### src/rtl/mem_arbiter.sv
// -----------------------------------------------------------------------------
// mem_arbiter
//   Shares one single-ported data memory between the CPU data port
//   (requester 0) and a second bus master (requester 1). At most one access
//   is granted per cycle. Ties are broken round-robin. A requester can hold a
//   bounded lock so that a read-modify-write sequence cannot be interleaved.
//   Read data comes back with the memory's one-cycle latency.
//
// Ports
//   clk                   system clock; all state updates on posedge
//   rst                   synchronous reset, active-low
//   req0/req1             access request, held until granted
//   wr0/wr1               1 = write, 0 = read
//   addr0/addr1           access address
//   wdata0/wdata1         write data
//   lock0/lock1           keep exclusive ownership after this grant
//   gnt0/gnt1             combinational grant; access completes at this edge
//   rvalid0/rvalid1       rdata holds this requester's read result
//   rdata                 shared read data (memOut passed through)
//   memAddress/memIn      memory address / write data
//   memWrEnable           memory write strobe
//   memOut                memory read data, one cycle after the address
// -----------------------------------------------------------------------------
module mem_arbiter #(
  parameter int ADDR_W   = 8,
  parameter int DATA_W   = 8,
  parameter int LOCK_MAX = 4
) (
  input  logic              clk,
  input  logic              rst,
  input  logic              req0,
  input  logic              req1,
  input  logic              wr0,
  input  logic              wr1,
  input  logic [ADDR_W-1:0] addr0,
  input  logic [ADDR_W-1:0] addr1,
  input  logic [DATA_W-1:0] wdata0,
  input  logic [DATA_W-1:0] wdata1,
  input  logic              lock0,
  input  logic              lock1,
  output logic              gnt0,
  output logic              gnt1,
  output logic              rvalid0,
  output logic              rvalid1,
  output logic [DATA_W-1:0] rdata,
  output logic [ADDR_W-1:0] memAddress,
  output logic [DATA_W-1:0] memIn,
  output logic              memWrEnable,
  input  logic [DATA_W-1:0] memOut
);

  localparam int CNT_W = $clog2(LOCK_MAX + 1);
  localparam logic [CNT_W-1:0] CNT_MAX = CNT_W'(LOCK_MAX);

  localparam logic [1:0] FREE  = 2'd0;
  localparam logic [1:0] LOCK0 = 2'd1;
  localparam logic [1:0] LOCK1 = 2'd2;

  logic [1:0]       lockState, nextState;
  logic             lastGnt, nextLastGnt;
  logic [CNT_W-1:0] lockCnt, nextCnt;
  logic             rvalid0Q, rvalid1Q;

  // Grant decision. Nothing is granted while reset is held, so no write can
  // reach the memory during a reset cycle.
  // NOTE: every signal assigned in an always_comb gets a default on entry;
  // a path that leaves one unassigned would infer a latch.
  always_comb begin
    gnt0 = 1'b0;
    gnt1 = 1'b0;
    if (rst) begin
      case (lockState)
        LOCK0:   gnt0 = req0;
        LOCK1:   gnt1 = req1;
        default: begin
          if (req0 && req1) begin
            // Round-robin: the requester that was not served last wins.
            gnt0 = lastGnt;
            gnt1 = ~lastGnt;
          end else begin
            gnt0 = req0;
            gnt1 = req1;
          end
        end
      endcase
    end
  end

  // Lock bookkeeping. The lock owner's own grants keep completing in the
  // release cycle; the other requester is only considered from the next cycle.
  always_comb begin
    nextState   = lockState;
    nextCnt     = lockCnt;
    nextLastGnt = lastGnt;
    if (gnt0)      nextLastGnt = 1'b0;
    else if (gnt1) nextLastGnt = 1'b1;

    case (lockState)
      LOCK0: begin
        nextCnt = lockCnt + CNT_W'(1);
        if (lockCnt == CNT_MAX) nextLastGnt = 1'b0;
        if (!lock0 || lockCnt == CNT_MAX) begin
          nextState = FREE;
          nextCnt   = '0;
        end
      end
      LOCK1: begin
        nextCnt = lockCnt + CNT_W'(1);
        if (lockCnt == CNT_MAX) nextLastGnt = 1'b1;
        if (!lock1 || lockCnt == CNT_MAX) begin
          nextState = FREE;
          nextCnt   = '0;
        end
      end
      default: begin
        if (gnt0 && lock0) begin
          nextState = LOCK0;
          nextCnt   = CNT_W'(1);
        end else if (gnt1 && lock1) begin
          nextState = LOCK1;
          nextCnt   = CNT_W'(1);
        end
      end
    endcase
  end

  // NOTE: sequential state uses non-blocking assignments so every register
  // samples the pre-edge values, independent of statement order.
  always_ff @(posedge clk) begin
    if (!rst) begin
      lockState <= FREE;
      lastGnt   <= 1'b1;  // requester 0 wins the first tie
      lockCnt   <= '0;
      rvalid0Q  <= 1'b0;
      rvalid1Q  <= 1'b0;
    end else begin
      lockState <= nextState;
      lastGnt   <= nextLastGnt;
      lockCnt   <= nextCnt;
      rvalid0Q  <= gnt0 & ~wr0;
      rvalid1Q  <= gnt1 & ~wr1;
    end
  end

  // A read in flight when reset arrives is dropped: the flag is masked while
  // reset is held and the register itself is cleared at that edge.
  assign rvalid0 = rvalid0Q & rst;
  assign rvalid1 = rvalid1Q & rst;
  assign rdata   = memOut;

  // Memory drive: granted requester's access, all-zero when idle.
  always_comb begin
    memAddress  = '0;
    memIn       = '0;
    memWrEnable = 1'b0;
    if (gnt0) begin
      memAddress  = addr0;
      memIn       = wdata0;
      memWrEnable = wr0;
    end else if (gnt1) begin
      memAddress  = addr1;
      memIn       = wdata1;
      memWrEnable = wr1;
    end
  end

endmodule

### config.mk
export PLATFORM = sky130hd
export DESIGN_NAME = mem_arbiter
export DESIGN_NICKNAME = d
export VERILOG_FILES = /design/src/rtl/mem_arbiter.sv
export SDC_FILE = /design/constraint.sdc
export NUM_CORES = 1
export LEC_CHECK = 0
export ABC_CLOCK_PERIOD_IN_PS = 2200
export CORE_MARGIN = 1.5
export CORE_UTILIZATION = 25
export CTS_CLUSTER_SIZE = 28
export DETAILED_ROUTE_END_ITERATION = 16
export HOLD_SLACK_MARGIN = 0.05
export PLACE_DENSITY = 0.72
export SETUP_SLACK_MARGIN = 0.4
export SYNTH_ARGS = -nofsm -noshare
export SYNTH_HDL_FRONTEND = slang
export SYNTH_SLANG_ARGS = --single-unit
### constraint.sdc
create_clock -name clk -period 2.2 [get_ports clk]
set_input_delay 0.44 -clock clk [delete_from_list [all_inputs] [get_ports clk]]
set_output_delay 0.44 -clock clk [all_outputs]
set_load 0.005 [all_outputs]
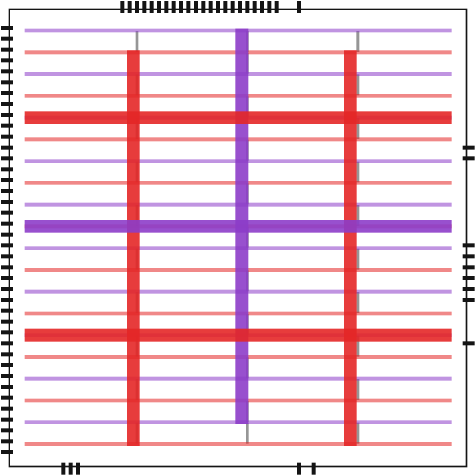
Fig. 1. Floorplan with the power grid (run 1).
Drawn at 8 px/um. Pins as bars on the die edge. Tap cells in grey.
[purple] VDD
[red] VSS
rows: 19
tap cells: 31
CORE AREA: 2760 sq um
worst ir drop on vdd: 0.000560 V
die boundary height: 57.0 um
horizontal die dimension: 57.0 um

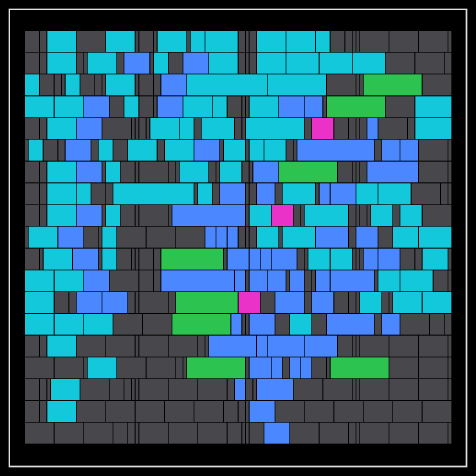
Fig. 2. Placement by cell class (run 1).
Drawn at 8 px/um. Fill, decap, tap and diode cells in grey.
[magenta] clock-net drivers | cells: 3 | share of their area: 1.5%
[green] registers | cells: 8 | share of their area: 11%
[cyan] remaining buffers and delay cells | cells: 85 | share of their area: 52%
[blue] remaining logic cells | cells: 64 | share of their area: 36%
post-route design area: 1580 sq um
site row count: 19

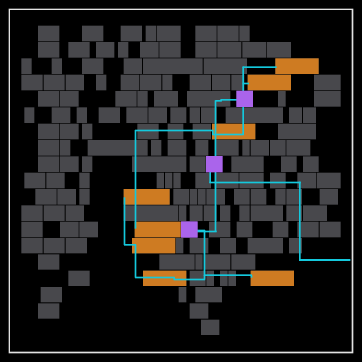
Fig. 3. Clock distribution (run 1).
Drawn at 6 px/um.
[purple] clock-net drivers | count: 3
[cyan] clock wires | length: 169 um
[orange] flip-flops | count: 8
routed clock nets: 4
clock latency of the later-clocked register in the worst-skew pair: 0.26 ns
clock share of power: 8.3%
clock network power: 117 uW

-- run 1: through the flow --
stage | instances | TNS, ns
2_1_floorplan | 85 | 0
3_3_place_gp | 176 | -8.25
3_5_place_dp | 176 | -8.78
4_1_cts | 187 | -2.00
5_1_grt | 191 | -3.71
6_report | 191 | -2.27
-- run 1: final timing paths --
kind | startpoint | end | cells after the start
min | lockCnt[1] | lockCnt[1] | 2
max | lockState[0] | memIn[3] | 9
min reg2reg | lockCnt[1] | lockCnt[1] | 2
max reg2reg | lockState[0] | lockCnt[0] | 10
-- run 1: sequential cells by signal, indices dropped and copies added (netlist names) --
signal	cells
rvalid1Q	1
rvalid0Q	1
lockState	2
lockCnt	3
lastGnt	1
-- run 1: logic make-up after synthesis --
group	count (synthesis)	synth area share (%)
AND-OR/OR-AND	34	40.2
AND/OR/NAND/NOR	21	15.6
buffers and inverters	18	15.3
flip-flops	8	22.0
adder cells (fa/ha/maj)	4	6.87
-- run 1: layout make-up --
cell class              count  area [sq um]
fillers                   249          1180
clock buffers               3          22.5
multi-input cells          59           528
inverters                   5          21.3
well taps                  31          38.8
repair buffers             85           808
flip-flops and latches      8           163
-- run 1: critical path: stages, from the launching register on --
cell and delay, ns:
sky130_fd_sc_hd__dfxtp_2 0.33, sky130_fd_sc_hd__inv_2 0.04, sky130_fd_sc_hd__ha_4 0.28, sky130_fd_sc_hd__o211ai_1 0.15, sky130_fd_sc_hd__a21oi_4 0.21, sky130_fd_sc_hd__nor2_4 0.07
sky130_fd_sc_hd__buf_6 0.12, sky130_fd_sc_hd__buf_16 0.13, sky130_fd_sc_hd__a22o_1 0.20, sky130_fd_sc_hd__buf_2 0.13
==> run summary, run 1 <==
Synthesis and PnR results.

- The total of buffers placed on input and output ports reads approximately 60.
- Prior to clock tree synthesis, the placed netlist has a worst setup slack of -0.510 ns.
- The script computed a power per unit cell area of 899 nW/um^2.
- The number of buffers added by the clock tree synthesis step reads 3.
- The kind of critical path is reg2out.
- The number of hold-repair buffers added at the cts stage reads 0.
- The run finished, with violations left.
- The synthesized instance count reads 85.
- The fraction of registers with async set/reset reads 0%.
- The type of destination of the critical path is a primary output.
- The full die area reads 3250 sq um.
- The clock arrives with 0.000372 ns of skew.
- The startpoint class of the critical path is a flop.
- The synthesis-to-finish area growth reads 117%.
- The initial antenna violation count reads 0.
- The met3 layer wire length in the routed design reads 240 um.
- The number of global-route vias before repair reads 1034.
- The netlist area before placement reads between 700 and 800 sq um.
- Across all register-to-register paths, the minimum setup slack is 0.32 ns.
- The maximum frequency from static timing analysis reads 424 MHz.
- The leftover overflow at the end of global routing is 0.
- The required time of the critical path reads 1.76 ns.
- The met2 capacity usage during global routing reads 32.5%.
- The number of warnings the tools reported reads 31.
- The max-capacitance violation count reads 0.
- The estimated wirelength of the detail-placed design is 1.94 mm.
- The detailed router used layers up to and including met4.
- Setup repair after global routing could not meet its margin everywhere.
- The final weighted congestion in routability-driven placement is about 0.77.
- The total nets after synthesis is 137.
- The clock transition at the registers of the reported paths is 0.06 ns.
- The placement stage leaves a total instance area of approximately 1400 sq um.
- Cells fill 57.4% of the core in the end.
- The number of search-and-repair iterations in the first detailed-routing pass is 4.
- The global-route wire length before repair is 4.40 mm.
- The class of the tightest hold or removal check reads reg2reg.
- The buffer levels on the longest clock path reads 2.
- The group drawing the most power reads combinational logic.
- The leading cell type by number of instances after synthesis reads sky130_fd_sc_hd__a22o_1.
- The CTS tree reads done.
- After the last flow step, the layout net total stands at 214.
- The total number of yosys warnings is 0.
- The top cell types in the final layout, fill and taps aside, are sky130_fd_sc_hd__clkdlybuf4s50_1, sky130_fd_sc_hd__a22o_1, sky130_fd_sc_hd__buf_2, sky130_fd_sc_hd__buf_4, sky130_fd_sc_hd__buf_6.
- The leakage power of the design reads 0.720 nW.
- Post-synth the commonest register cell is sky130_fd_sc_hd__dfxtp_1.
- The flow reports that sequential cells draw around 16% of the design power.
- The DRC violation count after routing reads 0.
- The remaining number of nets flagged by the antenna check after routing is 0.
- The slew at the pin closest to its max-slew limit is 0.437 ns.
- The sequential fraction of the synthesis area is between 20% and 30%.
- The most common cell after layout, fill and taps aside reads sky130_fd_sc_hd__clkdlybuf4s50_1.
- The final hold slack reads approximately 0.5 ns.
- Looking at the global route congestion table, the highest-usage layer is met2.
- The number of vias per cell reads 5.20.
- The number of violations reported at the end of detailed-routing iteration 0 reads 9.
- The combinational group share of total power is 76.0%.
- The time the final worst path needs with I/O delays and setup is 2.36 ns.
- The mean instance size in the synthesized netlist reads 8.57 sq um.
- The yosys cell count reads roughly 85.
- Internal power comes to 884 uW.
- Counting instances in the post-synthesis netlist gives the leading cell types as sky130_fd_sc_hd__a22o_1, sky130_fd_sc_hd__buf_4, sky130_fd_sc_hd__dfxtp_1.
- Once synthesis finished, the tally of register bits stood at 8.
- The number of clock sinks is 8.
- Combinational power for this build is 1.08 mW.
- The smallest setup slack after layout is -0.160 ns.
- The post-layout total power reads 1.42 mW.
- The final reports fail on setup timing.
- The count of pins on the block boundary reads between 70 and 80.
- The count of inserted antenna diode cells reads 0.
- The fraction of final layout cells sized beyond drive strength 1 is about two fifths.
- The slew check shows that the tightest pin keeps a relative margin of between 70% and 80%.
- The routed length on met1 reads 1.09 mm.
- The post-layout period usage of the worst path reads 107%.
- Detailed routing inserted a total of 994 vias.
- The total count of max-transition violations in the final report reads 0.
- The starting utilization of the core area is 26.4%.
- The chip area line in the Yosys stat output reads 728 sq um.
- The switching fraction of total power reads 37.8%.
- The met3 global-route usage is 4.08%.
- The count of different cell masters after synthesis is 33.
- The clock tree root buffer cell is sky130_fd_sc_hd__clkbuf_4.
- In this run the post-CTS setup repair buffer count came out at 6.
- The largest area contributor in the synthesized netlist is sky130_fd_sc_hd__dfxtp_1.
- The switching power reads 538 uW.
- The top cell type by area accounts for between 20% and 30% of the synthesized area.
- Entering global routing, the biggest net connects 12 pins.
- The highest net fanout along the worst path is 8.
- Detailed routing placed a total of 1.47 mm of wire on met2.
- The met1 track demand over resource is 17.6%.
- The average wire per standard cell is 15.0 um.
- For the worst setup path, the data arrival time is 1.92 ns.
- The count of H-tree levels built during CTS reads 1.
- By area the synthesized netlist is led by sky130_fd_sc_hd__dfxtp_1, sky130_fd_sc_hd__a22o_1, sky130_fd_sc_hd__buf_4.
- The aggregate global-route resource usage is around 17%.
- The power in sequential cells reads 224 uW.
- The final count of hold timing violations is 0.
- For this run, the final setup violation count is recorded as 17.
- Once the clock tree was built, the resizer swapped approximately 90 gates to a different size.
- The aggregate routed wire length is 2.86 mm.
- The count of flip-flops with a built-in enable after synthesis reads 0.
==> run 1 -> run 2 <==
Settings changed: CAP_MARGIN set to 20.
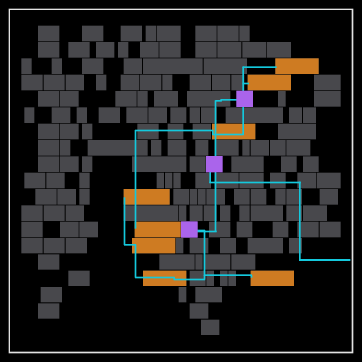
Fig. 4. Clock distribution (run 2).
Drawn at 6 px/um.
[cyan] clock wires | length: 169 um
[orange] flip-flops | count: 8
[purple] clock-net drivers | count: 3
routed clock nets: 4
worst clock skew: 0.000372 ns

==> run summary, run 2 <==
Synthesis and PnR results.

- The clock share of power reads 8.3%.
- The post-detailed-placement cell area is 1400 sq um.
- The routed layout has 994 vias.
- The main area contributors are sky130_fd_sc_hd__dfxtp_1, sky130_fd_sc_hd__a22o_1, sky130_fd_sc_hd__buf_4.
- In the final layout, the fill cell count is about 250.
- Setup repair after global routing could not meet its margin everywhere.
- The longest incremental delay of any stage on the critical path is reported as 0.33 ns.
- Each instance of the synthesized netlist takes up on average around 8.6 sq um.
- The final setup TNS reads -2.27 ns.
- The share of total power dissipated in sequential elements is between 15 and 20%.
- The combinational group share of total power is 76.0%.
- The number of global-route vias before repair reads 1034.
- The switching power reads 538 uW.
- The total internal power is 884 uW.
- Summing all flip-flop and latch instances after layout gives 163 sq um.
- The max-capacitance violation count is 0.
- The fraction of registers with async set/reset reads 0%.
- The final count of hold timing violations is 0.
- The clock transition at the registers of the reported paths reads 0.06 ns.
- The post-synthesis sequential element count reads 8.
- The switching fraction of total power is 37.8%.
- The critical path's slowest stage uses the library cell sky130_fd_sc_hd__dfxtp_2.
- The count of inserted antenna diode cells is 0.
- The CTS tree is done.
- The first global-routing pass estimated 4.40 mm of wire.
- In this run, placement finished with an instance count of 176.
- The number of buffers added by the clock tree synthesis step is 3.
- The leakage power of the design is about 0.72 nW.
- The worst path in the final design needs a cycle of 2.36 ns, including I/O delays and setup.
- The final instance area reads between 1500 and 2000 sq um.
- The post-layout period usage of the worst path is 107%.
- The worst IR drop on VDD reads 0.000560 V.
- The class of the tightest hold or removal check is reg2reg.
- The kind of critical path is reg2out.
- The final weighted congestion in routability-driven placement reads 0.771.
- The flip-flop count of the largest register, all copies and words added is 3.
- The transition time recorded at the tightest slew-check pin is 0.437 ns.
- The leftover overflow at the end of global routing reads 0.
- The flow ran to the end, but the final reports show violations.
- The leading cell type by number of instances after synthesis reads sky130_fd_sc_hd__a22o_1.
- The count of different cell masters after synthesis is 33.
- The largest registers in the layout are lockCnt x3, lockState x2.
- The required time of the critical path is 1.76 ns.
- The area taken by multi-input logic gates reads 528 sq um.
- The power per cell area reads 899 nW/um^2.
- The worst hold path passes through 2 cells.
- The aggregate global-route resource usage reads 17.3%.
- The number of cells in the finished layout apart from fillers is 191.
- The aggregate routed wire length reads 2.86 mm.
- Per the post-synthesis report, the number of cells in the design is 85.
- The top cell type in the final layout, fill and taps aside, is sky130_fd_sc_hd__clkdlybuf4s50_1.
- The synthesized design spends more area on one cell type than any other, namely sky130_fd_sc_hd__dfxtp_1.
- The checks that failed: setup timing.
- In the final report, the number of endpoints failing setup comes to 17.
- The number of search-and-repair iterations in the first detailed-routing pass reads 4.
- The top cell types in the final layout, fill and taps aside, are sky130_fd_sc_hd__clkdlybuf4s50_1, sky130_fd_sc_hd__a22o_1, sky130_fd_sc_hd__buf_2, sky130_fd_sc_hd__buf_4, sky130_fd_sc_hd__buf_6.
- The arrival time at the worst endpoint is around 1.9 ns.
- The script logs the mean routed wire length per placed instance as around 15 um.
- The most flop-heavy register is lockCnt.
- The highest net fanout along the worst path is 8.
- The final standard cell utilization of the core reads between 50% and 60%.
- Measured in cells, the most critical reg-to-reg path has a length of 10.
- Measured along the x axis, the die boundary spans about 57 um.
- The slack of the worst reg-to-reg path reads 0.32 ns.
- The initial antenna violation count came to 0.
- The clock tree root buffer cell reads sky130_fd_sc_hd__clkbuf_4.
- Across all stage logs, warnings added up to 31.
- For reference, the top cells by count after synthesis are sky130_fd_sc_hd__a22o_1, sky130_fd_sc_hd__buf_4, sky130_fd_sc_hd__dfxtp_1.
- The fraction of final layout cells sized beyond drive strength 1 is between 30 and 40%.
- The worst setup path is launched from a flop.
- The synthesized design devotes to its leading area cell type 22.0% of total area.
- The number of clock sinks came to 8.
- In this run the full chip footprint comes out at 3250 sq um.
- Looking at the cell usage after synthesis, the top flip-flop cell is sky130_fd_sc_hd__dfxtp_1.
- The pre-CTS setup slack reads -0.510 ns.
- In the post-route analysis, the smallest setup slack over all paths is -0.160 ns.
- The worst setup path is captured at a primary output.
- The yosys cell count reads roughly 85.
- The chip height reads 57.0 um.
- The post-layout total power reads 1.42 mW.
- Detailed placement ended at an HPWL of 1.94 mm.
- The count of pins on the block boundary reads 77.
- The tightest hold path in the finished design has a slack of 0.513 ns.
- The number of vias per cell is 5.20.
- The remaining number of nets flagged by the antenna check after routing is 0.
- The sequential fraction of the synthesis area reads 22.0%.
- The maximum frequency from static timing analysis reads between 400 and 500 MHz.
- The maximum number of pins on one net before global-route repair reads 12.
- After the last flow step, the layout net total stands at 214.
- The synthesis area per yosys is 728 sq um.
- The number of placement rows reads 19.
- In the floorplan report the effective utilization is 26.4%.
- After floorplanning, the core was sized to cover 2760 sq um.
- The number of violations reported at the end of detailed-routing iteration 0 reads 9.
- The DRC violation count after routing reads 0.
- Before any placement, the netlist area is recorded as 728 sq um.
- The count of flip-flops with a built-in enable after synthesis reads 0.
- Counting along the longest clock path gives a buffer depth of 2.
- The report lists the cells along the critical path as inv_2 > ha_4 > o211ai_1 > a21oi_4 > nor2_4 > buf_6 > buf_16 > a22o_1 > buf_2.
- Per the run report, area growth between synthesis and finish was 117%.
- The total of buffers placed on input and output ports is around 60.
- For reference, the final report shows the max-slew violation count at 0.
- Counting every net in the synthesized netlist gives 137.
- The count of H-tree levels built during CTS reads 1.
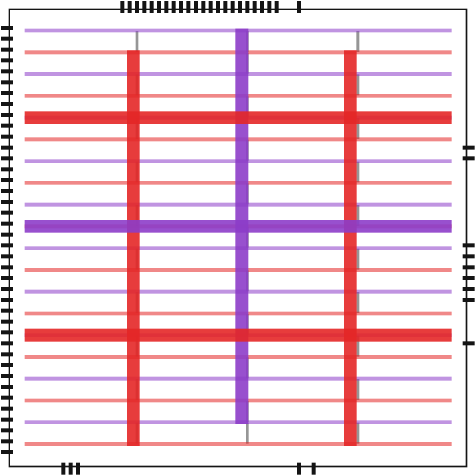
Fig. 5. Floorplan with the power grid (run 2).
Drawn at 8 px/um. Pins as bars on the die edge. Tap cells in grey.
[red] VSS
[purple] VDD
rows: 19
met4 straps: 3

run 2: cell counts after synthesis:
Identical to the previous run, type by type.
run 2: routing by layer:
layer / GRT usage (%) / wire length (um) / up-vias
met3: 4.08 / 240 / 11
li1: - / - / 468
met2: 32.5 / 1470 / 66
met4: 8.97 / 53 / 0
met5: 0 / 0 / -
met1: 17.6 / 1090 / 449
run 2: worst paths after layout:
path | start | endpoint
worst max-delay path | lockState[0] | memIn[3]
worst min-delay path | lockCnt[1] | lockCnt[1]
worst max register to register | lockState[0] | lockCnt[0]
worst min register to register | lockCnt[1] | lockCnt[1]
run 2: cell type report:
type / instances / share of cell area [%]
clock buffers: 3 / 1.42
inverters: 5 / 1.34
multi-input cells: 59 / 33.4
flip-flops and latches: 8 / 10.3
well taps: 31 / 2.45
repair buffers: 85 / 51.1
run 2: kinds of logic after synthesis:
kind of cell	synth area share [%]
AOI/OAI and AO/OA	40.2
and+or+nand+nor	15.6
buffers and inverters	15.3
DFF	22.0
adders and majority gates	6.87
run 2: power by group through the flow:
stage | combinational, mW | sequential, mW | clock, mW
detailed placement | 0.864 | 0.226 | 0
CTS | 0.960 | 0.223 | 0.125
global placement | 0.853 | 0.225 | 0
finish | 1.08 | 0.224 | 0.117
floorplan | 0.459 | 0.222 | 0
global route | 1.16 | 0.231 | 0.134
run 2: what timing repair did:
| item | in CTS | in global routing |
|---|---|---|
| endpoints found under the setup margin | 21 | 25 |
| hold buffers | 0 | 0 |
| buffers inserted | 6 | 4 |
| pin swaps | 19 | 10 |
| gates resized | 89 | 16 |
| cloned | 2 | 0 |
run 2: critical path: cells and delay by family (launching register included):
family,cells,cell delay [ns]
compound gates,3,0.56
fa+ha+maj,1,0.28
buf+inv,4,0.42
flops,1,0.33
simple gates,1,0.07
==> run 2 -> run 3 <==
Settings changed: CORE_ASPECT_RATIO set to 1.75.
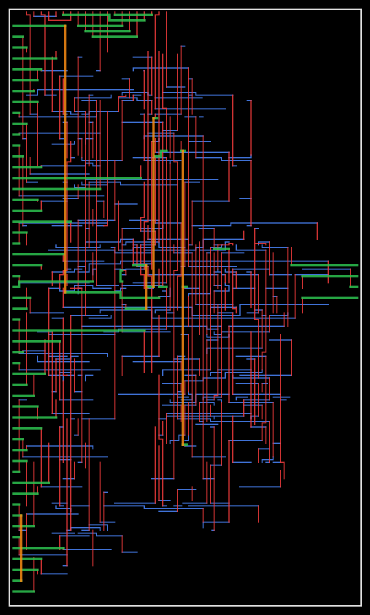
Fig. 6. Wiring by layer (run 3).
Drawn at 8 px/um.
[orange] M4 | wire length: 105 um
[red] M2 | wire length: 1540 um
[green] M3 | wire length: 259 um
[blue] M1 | wire length: 1090 um
Wirelength per Cell: 16.3 um
final routed wirelength across all metal layers: 2.99 mm

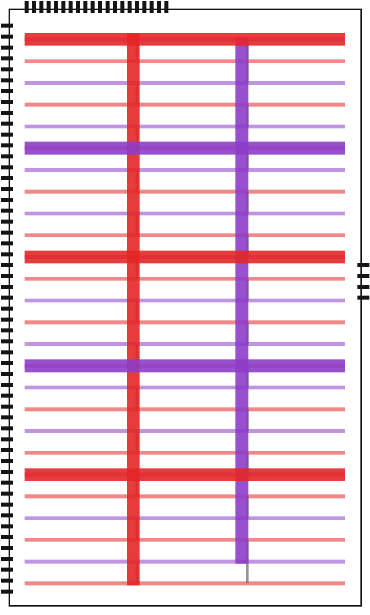
Fig. 7. Floorplan with the power grid (run 3).
Drawn at 8 px/um. Pins as bars on the die edge. Tap cells in grey.
[purple] VDD
[red] VSS
met5 straps: 5
met1 rails: 26
horizontal die dimension: 43.8 um
worst ir drop on vdd: 0.000442 V
CORE AREA: 2720 sq um
die boundary height: 74.4 um

==> run summary, run 3 <==
Synthesis and PnR results.

- The most common cell after layout, fill and taps aside reads sky130_fd_sc_hd__clkdlybuf4s50_1.
- The most common cell in the synthesized netlist is sky130_fd_sc_hd__a22o_1.
- The maximum number of pins on one net before global-route repair reads 12.
- The final net count reads 210.
- The yosys cell count is about 85.
- Across the routed clock network, the largest skew measured is 0.00121 ns.
- The required time of the critical path is between 1.5 and 2 ns.
- The global-route wire length before repair reads roughly 4.6 mm.
- The origin of the critical flop-to-flop path reads lockState[0].
- The post-synth count of flops with an enable pin is 0.
- Per the synth stats, the proportion of register bits with asynchronous set or reset is 0%.
- The time the final worst path needs with I/O delays and setup reads 2.34 ns.
- Buffers inserted to repair hold after CTS numbered 0.
- The final weighted congestion in routability-driven placement reads 0.805.
- The aggregate global-route resource usage is 19.4%.
- The starting utilization of the core area is roughly 27%.
- The total internal power reads a little over 900 uW.
- The commonest cells after synthesis are sky130_fd_sc_hd__a22o_1, sky130_fd_sc_hd__buf_4, sky130_fd_sc_hd__dfxtp_1.
- The slew at the pin closest to its max-slew limit is around 0.31 ns.
- The total number of yosys warnings is 0.
- The clock transition at the registers of the reported paths is about 0.04 ns.
- The highest clock rate this design can be run at is 428 MHz.
- Of the synthesized area, sequential elements account for 22.0%.
- The post-synthesis sequential element count reads 8.
- The cell with the biggest individual delay on the critical path is sky130_fd_sc_hd__dfxtp_2.
- lockCnt holds more flip-flops than any other register.
- The class of the tightest hold or removal check reads reg2reg.
- As reported, the later end of the worst-skew pair has a clock insertion delay of 0.24 ns.
- The switching fraction of total power reads 37.1%.
- The longest incremental delay of any stage on the critical path is reported as 0.33 ns.
- The number of clock sinks is 8.
- Walking the worst path, the cells encountered are inv_2 > ha_4 > o211ai_1 > a21oi_4 > nor2_4 > buf_6 > buf_12 > a22o_1 > buf_2.
- The count of buffer and inverter cells on the critical path is 4.
- The count of inserted antenna diode cells is 0.
- The predominant post-synthesis flop cell is sky130_fd_sc_hd__dfxtp_1.
- The max-capacitance violation count reads 0.
- The count of different cell masters after synthesis reads 33.
- The remaining number of nets flagged by the antenna check after routing is 0.
- The count of pins on the block boundary reads 77.
- The clock share of power reads between 10 and 15%.
- The number of violations reported at the end of detailed-routing iteration 0 reads 12.
- The switching power reads between 500 and 600 uW.
- The synthesis area per yosys reads 728 sq um.
- In the synthesized netlist, the number of instances is 85.
- The number of global-route vias before repair is 1098.
- Setup repair after global routing could not meet its margin everywhere.
- The estimated wirelength of the detail-placed design reads 2.17 mm.
- The launching instance or port of the critical path reads lockState[0].
- The synthesis-to-finish area growth reads 109%.
- Summing every instance area after synthesis gives 728 sq um.
- After filler insertion, the fill cell instance count of the layout stands at approximately 250.
- The post-layout total power is 1.45 mW.
- The number of search-and-repair iterations in the first detailed-routing pass is 4.
- The CTS tree reads done.
- The number of vias in the routed layout reads between 1000 and 1500.
- The largest registers in the layout are lockCnt x3, lockState x2.
- The total count of max-transition violations in the final report is 0.
- The worst pin sits at a relative slew slack of 78.8%.
- The smallest setup slack after layout reads -0.136 ns.
- The buffer levels on the longest clock path is 2.
- The number of buffers added by the clock tree synthesis step reads 3.
- The post-detailed-placement cell area reads about 1400 sq um.
- The full die area reads 3260 sq um.
- The total of buffers placed on input and output ports is roughly 60.
- Global routing finished with a remaining overflow of 0.
- The startpoint of the worst hold path reads lockCnt[1].
- The kind of critical path is reg2out.
- The mean instance size in the synthesized netlist is ~8.6 sq um.
- The total nets after synthesis is 137.
- The flip-flop count of the largest register, all copies and words added reads 3.
- The DRC violation count after routing reads 0.
- The combinational group share of total power reads 71.7%.
- Ranking logic cells in the layout by count gives the top entries sky130_fd_sc_hd__clkdlybuf4s50_1, sky130_fd_sc_hd__a22o_1, sky130_fd_sc_hd__buf_2, sky130_fd_sc_hd__buf_4, sky130_fd_sc_hd__buf_6.
- The pre-CTS setup slack reads -0.500 ns.
- The post-layout period usage of the worst path reads 106%.
- The final hold violation count recorded for this run is 0.
- The leakage power of the design reads ~0.68 nW.
- The run finished, with violations left.
- For this run, the detailed router reports a per-instance via density of 5.50.
- The clock tree root buffer cell reads sky130_fd_sc_hd__clkbuf_8.
- The area fraction of the largest cell type after synthesis is 22.0%.
- Per the CTS log, the maximum H-tree level is 1.
- The final reports fail on setup timing.
- STA classifies the critical path startpoint as a flop.
- Grouping stages by cell kind, the critical path spends the most delay in AND-OR/OR-AND gates.
- The final report gives the standard cell area, fillers excluded, as 1530 sq um.
- The relative contribution of sequential cells to total power is 15.6%.
- The fraction of final layout cells sized beyond drive strength 1 is 35.9%.
- The largest area contributor in the synthesized netlist reads sky130_fd_sc_hd__dfxtp_1.
- For this run, the final setup violation count is recorded as 17.
- The type of destination of the critical path is a primary output.
- The initial antenna violation count reads 0.
- The power per cell area reads around 950 nW/um^2.
- The number of placement rows reads 25.
- In the post-synthesis netlist, the biggest area contributors are sky130_fd_sc_hd__dfxtp_1, sky130_fd_sc_hd__a22o_1, sky130_fd_sc_hd__buf_4.
- Data on the critical path arrives at its endpoint at 1.90 ns.
- The highest net fanout along the worst path is 9.
- The number of warnings the tools reported reads 31.
-- run 3: area by class of cell --
| class | count | area [sq um] | area share (%) |
|---|---|---|---|
| timing repair buffer | 81 | 763 | 50.0 |
| sequential | 8 | 163 | 10.7 |
| inverter | 5 | 21.3 | 1.39 |
| tap | 27 | 33.8 | 2.21 |
| clock buffer | 3 | 41.3 | 2.71 |
| multi-input combinational | 59 | 503 | 33.0 |
-- run 3: per-stage QoR --
stage               hold WS [ns]  TNS, ns  util, %  cells
finish                     0.511    -1.87     56.0    183
global route               0.527    -2.61     56.0    183
CTS                        0.506    -1.66     54.9    182
detailed placement         0.500    -8.63     51.0    171
global placement           0.474    -8.03     51.0    171
floorplan                  0.463        0        -     85
-- run 3: worst paths after layout --
path	endpoint	slack, ns	cells after the start
max	memIn[5]	-0.14	9
min	lockCnt[1]	0.51	2
max reg2reg	lockCnt[0]	0.33	10
min reg2reg	lockCnt[1]	0.51	2
-- run 3: cell families after synthesis --
group,share of synthesized area (%)
AND-OR/OR-AND,40.2
buffers and inverters,15.3
adder cells (fa/ha/maj),6.87
AND/OR/NAND/NOR,15.6
flip-flops,22.0
-- run 3: metal layers --
metal	wire length (um)	vias to the layer above	GRT usage [%]
li1	-	457	-
met1	1090	458	20.1
met2	1540	80	33.8
met3	259	11	4.85
met4	104	0	12.5
met5	0	-	0
-- run 3: what timing repair did --
item                                   CTS  global route
pin swaps                               11             2
buffers inserted                         6             1
setup endpoints to repair               24            23
endpoints found under the hold margin    0             0
gates cloned                             2             0
resized                                 95             8
-- run 3: power groups by stage --
stage          combinational [mW]  sequential, mW  clock, mW
5_1_grt                      1.11           0.234      0.192
3_5_place_dp                0.874           0.227          0
6_report                     1.04           0.226      0.184
3_3_place_gp                0.858           0.225          0
2_1_floorplan               0.459           0.222          0
4_1_cts                     0.971           0.224      0.186
Power figures rest on the tool's default switching activity, not on a simulated workload.
